## src/rtl/fft_pkg.sv

```systemverilog
// Shared FFT datapath types and helpers: complex sample type,
// frame-length helper and bit-reversal of frame indices.
package fft_pkg;

    localparam int N_DEF  = 3;
    localparam int DW_DEF = 16;

    typedef struct packed {
        logic signed [DW_DEF-1:0] re;
        logic signed [DW_DEF-1:0] im;
    } cplx_t;

    typedef enum logic {
        W_IDLE,
        W_FILL
    } wr_state_t;

    typedef enum logic {
        R_IDLE,
        R_RUN
    } rd_state_t;

    function automatic int frame_len(input int n);
        return 1 << n;
    endfunction

    // Reverse the n least-significant bits of k.
    function automatic logic [31:0] bitrev(
        input logic [31:0] k,
        input int          n
    );
        logic [31:0] r;
        r = '0;
        for (int i = 0; i < 32; i++) begin
            if (i < n) begin
                r[n-1-i] = k[i];
            end
        end
        return r;
    endfunction

endpackage

```

## src/rtl/pingpong_ram.sv

```systemverilog
// Two-bank frame buffer: one write port, one registered read port.
// Bank and address are concatenated into a single flat index.
module pingpong_ram #(
    parameter int AW = 3,
    parameter int WW = 32
) (
    input  logic          clk,
    input  logic          i_we,
    input  logic          i_wr_bank,
    input  logic [AW-1:0] i_wr_addr,
    input  logic [WW-1:0] i_wr_data,
    input  logic          i_rd_bank,
    input  logic [AW-1:0] i_rd_addr,
    output logic [WW-1:0] o_rd_data
);

    localparam int DEPTH = 2 * (1 << AW);

    logic [WW-1:0] r_mem [DEPTH];
    logic [WW-1:0] r_rd_data;

    always_ff @(posedge clk) begin
        if (i_we) begin
            r_mem[{i_wr_bank, i_wr_addr}] <= i_wr_data;
        end
        r_rd_data <= r_mem[{i_rd_bank, i_rd_addr}];
    end

    assign o_rd_data = r_rd_data;

endmodule

```

## src/rtl/bit_reverse_reorder.sv

```systemverilog
// Buffers bit-reversed SDF FFT frames and re-emits them in natural
// order through a ping-pong buffer, one sample per clock.
module bit_reverse_reorder
    import fft_pkg::*;
#(
    parameter int N  = N_DEF,
    parameter int DW = DW_DEF
) (
    input  logic                 clk,
    input  logic                 rst,
    input  logic signed [DW-1:0] ip_re,
    input  logic signed [DW-1:0] ip_im,
    input  logic                 start_ip,
    output logic signed [DW-1:0] op_re,
    output logic signed [DW-1:0] op_im,
    output logic                 op_valid,
    output logic                 start_op,
    output logic                 restart_err
);

    localparam int          L    = frame_len(N);
    localparam logic [N-1:0] LAST = N'(L - 1);

    wr_state_t      r_wst;
    logic [N-1:0]   r_wr_cnt;
    logic           r_wr_bank;
    logic [1:0]     r_full;
    logic           r_restart_err;

    rd_state_t      r_rst;
    logic [N-1:0]   r_rd_cnt;
    logic           r_rd_bank;
    logic           r_p_valid;
    logic           r_p_start;

    logic signed [DW-1:0] r_op_re;
    logic signed [DW-1:0] r_op_im;
    logic                 r_op_valid;
    logic                 r_start_op;

    logic            w_we;
    logic [N-1:0]    w_wr_addr;
    logic [2*DW-1:0] w_wr_data;
    logic [2*DW-1:0] w_rd_data;
    logic            w_wr_done;
    logic            w_rd_done;
    logic            w_ovf;
    logic [1:0]      w_set;
    logic [1:0]      w_clr;
    logic [1:0]      w_full_nxt;

    // A start pulse always lands at index 0, aborting any partial frame.
    always_comb begin
        w_we      = start_ip || (r_wst == W_FILL);
        w_wr_addr = '0;
        if (!start_ip) begin
            w_wr_addr = N'(bitrev(32'(r_wr_cnt), N));
        end
        w_wr_data = {ip_re, ip_im};
        w_wr_done = (r_wst == W_FILL) && !start_ip
                    && (r_wr_cnt == LAST);
        w_rd_done = (r_rst == R_RUN) && (r_rd_cnt == LAST);
        w_ovf     = w_wr_done && (&r_full);
        w_set     = '0;
        w_clr     = '0;
        if (w_wr_done) begin
            w_set[r_wr_bank] = 1'b1;
        end
        if (w_rd_done) begin
            w_clr[r_rd_bank] = 1'b1;
        end
        w_full_nxt = (r_full & ~w_clr) | w_set;
    end

    pingpong_ram #(
        .AW (N),
        .WW (2 * DW)
    ) u_ram (
        .clk       (clk),
        .i_we      (w_we),
        .i_wr_bank (r_wr_bank),
        .i_wr_addr (w_wr_addr),
        .i_wr_data (w_wr_data),
        .i_rd_bank (r_rd_bank),
        .i_rd_addr (r_rd_cnt),
        .o_rd_data (w_rd_data)
    );

    always_ff @(posedge clk) begin
        if (rst) begin
            r_wst         <= W_IDLE;
            r_wr_cnt      <= '0;
            r_wr_bank     <= 1'b0;
            r_restart_err <= 1'b0;
        end else begin
            r_restart_err <= ((r_wst == W_FILL) && start_ip)
                             || w_ovf;
            case (r_wst)
                W_IDLE: begin
                    if (start_ip) begin
                        r_wr_cnt <= N'(1);
                        r_wst    <= W_FILL;
                    end
                end
                W_FILL: begin
                    if (start_ip) begin
                        r_wr_cnt <= N'(1);
                    end else if (r_wr_cnt == LAST) begin
                        r_wr_cnt  <= '0;
                        r_wr_bank <= ~r_wr_bank;
                        r_wst     <= W_IDLE;
                    end else begin
                        r_wr_cnt <= r_wr_cnt + N'(1);
                    end
                end
                default: r_wst <= W_IDLE;
            endcase
        end
    end

    always_ff @(posedge clk) begin
        if (rst) begin
            r_full <= '0;
        end else begin
            r_full <= w_full_nxt;
        end
    end

    // Read side looks at next-state full flags so a bank completing
    // on this edge is picked up without a bubble.
    always_ff @(posedge clk) begin
        if (rst) begin
            r_rst     <= R_IDLE;
            r_rd_cnt  <= '0;
            r_rd_bank <= 1'b0;
            r_p_valid <= 1'b0;
            r_p_start <= 1'b0;
        end else begin
            r_p_valid <= (r_rst == R_RUN);
            r_p_start <= (r_rst == R_RUN) && (r_rd_cnt == '0);
            case (r_rst)
                R_IDLE: begin
                    if (|w_full_nxt) begin
                        r_rd_bank <= ~w_full_nxt[0];
                        r_rd_cnt  <= '0;
                        r_rst     <= R_RUN;
                    end
                end
                R_RUN: begin
                    if (r_rd_cnt == LAST) begin
                        r_rd_cnt <= '0;
                        if (w_full_nxt[~r_rd_bank]) begin
                            r_rd_bank <= ~r_rd_bank;
                        end else begin
                            r_rst <= R_IDLE;
                        end
                    end else begin
                        r_rd_cnt <= r_rd_cnt + N'(1);
                    end
                end
                default: r_rst <= R_IDLE;
            endcase
        end
    end

    always_ff @(posedge clk) begin
        if (rst) begin
            r_op_re    <= '0;
            r_op_im    <= '0;
            r_op_valid <= 1'b0;
            r_start_op <= 1'b0;
        end else begin
            r_op_valid <= r_p_valid;
            r_start_op <= r_p_start;
            if (r_p_valid) begin
                r_op_re <= w_rd_data[2*DW-1:DW];
                r_op_im <= w_rd_data[DW-1:0];
            end
        end
    end

    assign op_re       = r_op_re;
    assign op_im       = r_op_im;
    assign op_valid    = r_op_valid;
    assign start_op    = r_start_op;
    assign restart_err = r_restart_err;

endmodule

```

## config.mk

```make
export PLATFORM = sky130hd
export DESIGN_NAME = bit_reverse_reorder
export DESIGN_NICKNAME = d
export VERILOG_FILES = /design/src/rtl/fft_pkg.sv /design/src/rtl/pingpong_ram.sv /design/src/rtl/bit_reverse_reorder.sv
export SDC_FILE = /design/constraint.sdc
export NUM_CORES = 1
export LEC_CHECK = 0
export ABC_AREA = 1
export CORE_ASPECT_RATIO = 0.7
export CORE_UTILIZATION = 55
export CTS_CLUSTER_SIZE = 25
export DETAILED_ROUTE_END_ITERATION = 6
export DONT_BUFFER_PORTS = 1
export PLACE_DENSITY_LB_ADDON = 0.25
export SYNTH_ARGS = -nofsm -noshare
export SYNTH_HDL_FRONTEND = slang
export SYNTH_HIERARCHICAL = 1
export SYNTH_SLANG_ARGS = --single-unit
```

## constraint.sdc

```tcl
create_clock -name clk -period 2.4 [get_ports clk]
set_input_delay 0.36 -clock clk [delete_from_list [all_inputs] [get_ports clk]]
set_output_delay 0.36 -clock clk [all_outputs]
set_load 0.1 [all_outputs]
```

==> impl_metrics.json <==
{
  "status": "finished, violations left",
  "violations": "design-rule violations",
  "hp-start": "start_ip",
  "hp-class": "input port to register",
  "yosysTopAreaCell": "edfxtp_1",
  "syn-cell-area_sq_mm": 0.0246,
  "synthesis.instances": 2353,
  "lay_top_count": "nand2_1",
  "grt_pass1_vias": 15500,
  "grt_antenna_before_repair": 4,
  "crit_end": "u_ram/r_mem[1][2]$_DFFE_PP_",
  "wl_met3_mm": 4.42,
  "warning_count": 30,
  "vias": 16200,
  "clock_power_share_pct": 41.9,
  "arrival_ns": 2.15,
  "wl_per_cell_um": 19.1,
  "critPathMaxFanout": 25,
  "drt_first_pass_iters": 7,
  "rr_endpoint": "u_ram/r_mem[1][2]$_DFFE_PP_",
  "reg2reg_depth": 5,
  "drv_slew": 0,
  "worstMarginPinSlew_ns": 0.804,
  "critical_path_class": "input port to register",
  "fp.dieW_um": 255,
  "setup_tns_ns": 0,
  "swShare_pct": 19.9,
  "final_cell_mix": "nand2_1, edfxtp_1, inv_1",
  "edf_count": 512,
  "finalSetupViolCount": 0,
  "fin_total_pwr_uw": 20400,
  "hold_ws_ns": 0.0261,
  "synth_top_area_share_pct": 62.5,
  "dp.cells": 2925,
  "top_logic_kind": "simple AND/OR/NAND/NOR gates",
  "post_cts_buffers": 0,
  "cpLargestDelayFamily": "buffers and inverters",
  "crit_path_start_kind": "input port",
  "yosys-stat-area_sq_mm": 0.0246,
  "powerClk_uw": 8530,
  "combPwrFrac_pct": 2.3,
  "rsz0062_at_grt": "false",
  "vdd_drop_max_mv": 0.712,
  "top_cell": "nand2_1",
  "drc": 2,
  "buf_share_pct": 4.47,
  "syn2layout_area_growth_pct": 12.7,
  "route.met2.wl_mm": 26.3,
  "slowest_delay_ns": 0.64,
  "synthAoiAreaFrac_pct": 0.987,
  "nets": 2461,
  "antenna_cells": 1,
  "drt_wl_total_mm": 58.6,
  "cts_root_buffer": "clkbuf_16",
  "clk_path_buf_depth": 3,
  "critPathBufInv": 3,
  "comb_cells": 1239,
  "simple_gate_share_pct": 20.4,
  "synthesis.nets": 2393,
  "hold_end": "r_wr_cnt[2]$_SDFFE_PP0P_",
  "mi_logic_area_sq_mm": 0.00545,
  "synth_cell_types": 28,
  "worstSetupPathDepth": 6,
  "top_register": "u_ram/r_mem",
  "avgSynthCellArea_sq_um": 10.4,
  "timing.final.crit_share_pct": 80.8,
  "leakage_uw": 0.0117,
  "finalHoldViolations": 0,
  "die_h_um": 179,
  "grt_max_degree": 142,
  "cts_resized": 0,
  "power_density_mw_per_mm2": 735,
  "clk_pin_slew_ns": 0.06,
  "comb_share_pct": 19.6,
  "powerComb_uw": 472,
  "antenna_left": 0,
  "grt_first_pass_wirelength_mm": 90.5,
  "grtUsageMet3_pct": 3.86,
  "clock_tree_area_fraction_pct": 6.31,
  "synthTopCellsByCount": "nand2_1, edfxtp_1, inv_1",
  "seq_cells": 593,
  "topCellsByArea": "edfxtp_1, nand2_1, nand3_1, dfxtp_1, inv_1",
  "place.gp.congestion": 0.832,
  "critical_path_required_ns": 2.61,
  "top_power_group": "sequential cells",
  "cts_tree": "built",
  "cap_violations": 0
}
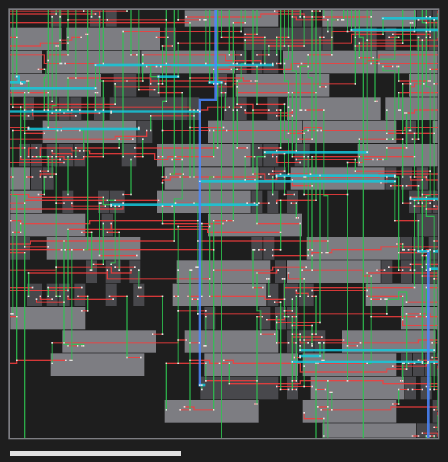
(layout detail)
Scale bar: 20 um. Window x 39 to 89, y 20 to 70 um. Cells in grey, sequential cells in the stronger grey; small squares are vias.
Red marks metal 1. Green marks metal 2. Blue marks metal 4. Cyan marks metal 3.
Netlist names of flops here include `u_ram/r_mem` (39). 133 logic cells have their middle in the window. Sequential cells in the window: 39. Most frequent: nand2_1 (48), edfxtp_1 (39), inv_1 (22).

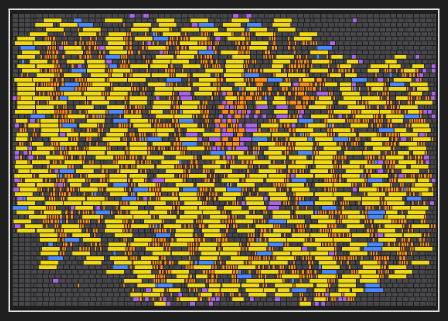
(placed cells, one colour a class)
Fill, decap, tap and diode cells in grey.
Orange marks combinational and other logic, cells 1645, share of their area 26%. Yellow marks flops, cells 593, share of their area 63%. Blue marks clock drivers and dummy loads, cells 101, share of their area 6.5%. Purple marks other buffers and delay cells, cells 127, share of their area 4.6%.
cell area after layout: 0.0277 sq mm
Finished Core Util: 63.2%

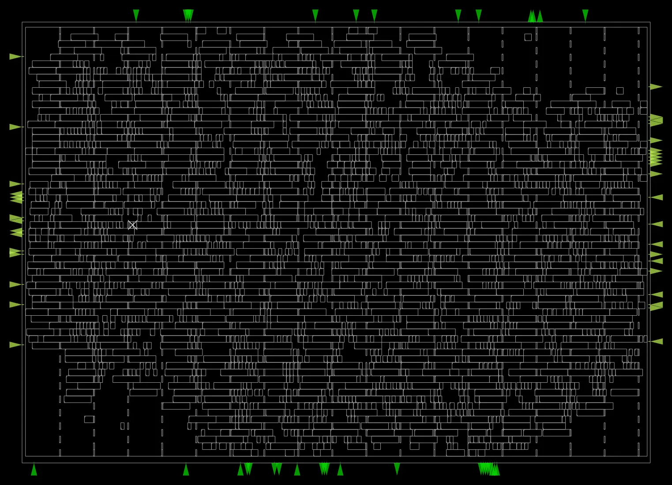
(placed standard cells)
Final Instance Count excl. Fillers: 3061
final-layout fill cell count: 3440
Core Area: 0.0439 sq mm
Taps Inserted: 594

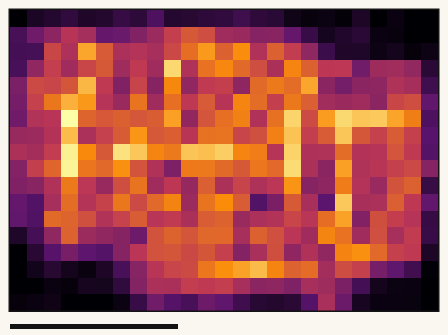
(wire density map)
Scale bar: 100 um. 25 x 18 tiles, from black (low) to pale yellow (high), scaled to the fullest tile. Values are wire area over tile area, all layers added.
The fullest tile reaches 0.47. 44% of the tiles are over half the peak. The mean over all tiles is 0.21. 4.4% of the tiles are nearly empty.

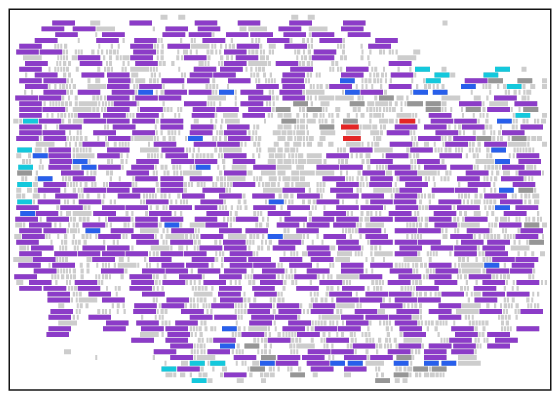
(sequential cells grouped by signal name)
Purple marks `u_ram/r_mem`, placed flops 512, where spread over the die. Red marks `r_rd_cnt`, placed flops 3. Blue marks `u_ram/o_rd_data`, placed flops 32, where spread over the die. Cyan marks `op_re`, placed flops 16, where spread over the die.
Storage cell area: 0.0170 sq mm
seq pwr: 11400 uW
flop share of the area: 61.4%

Power figures rest on the tool's default switching activity, not on a simulated workload.
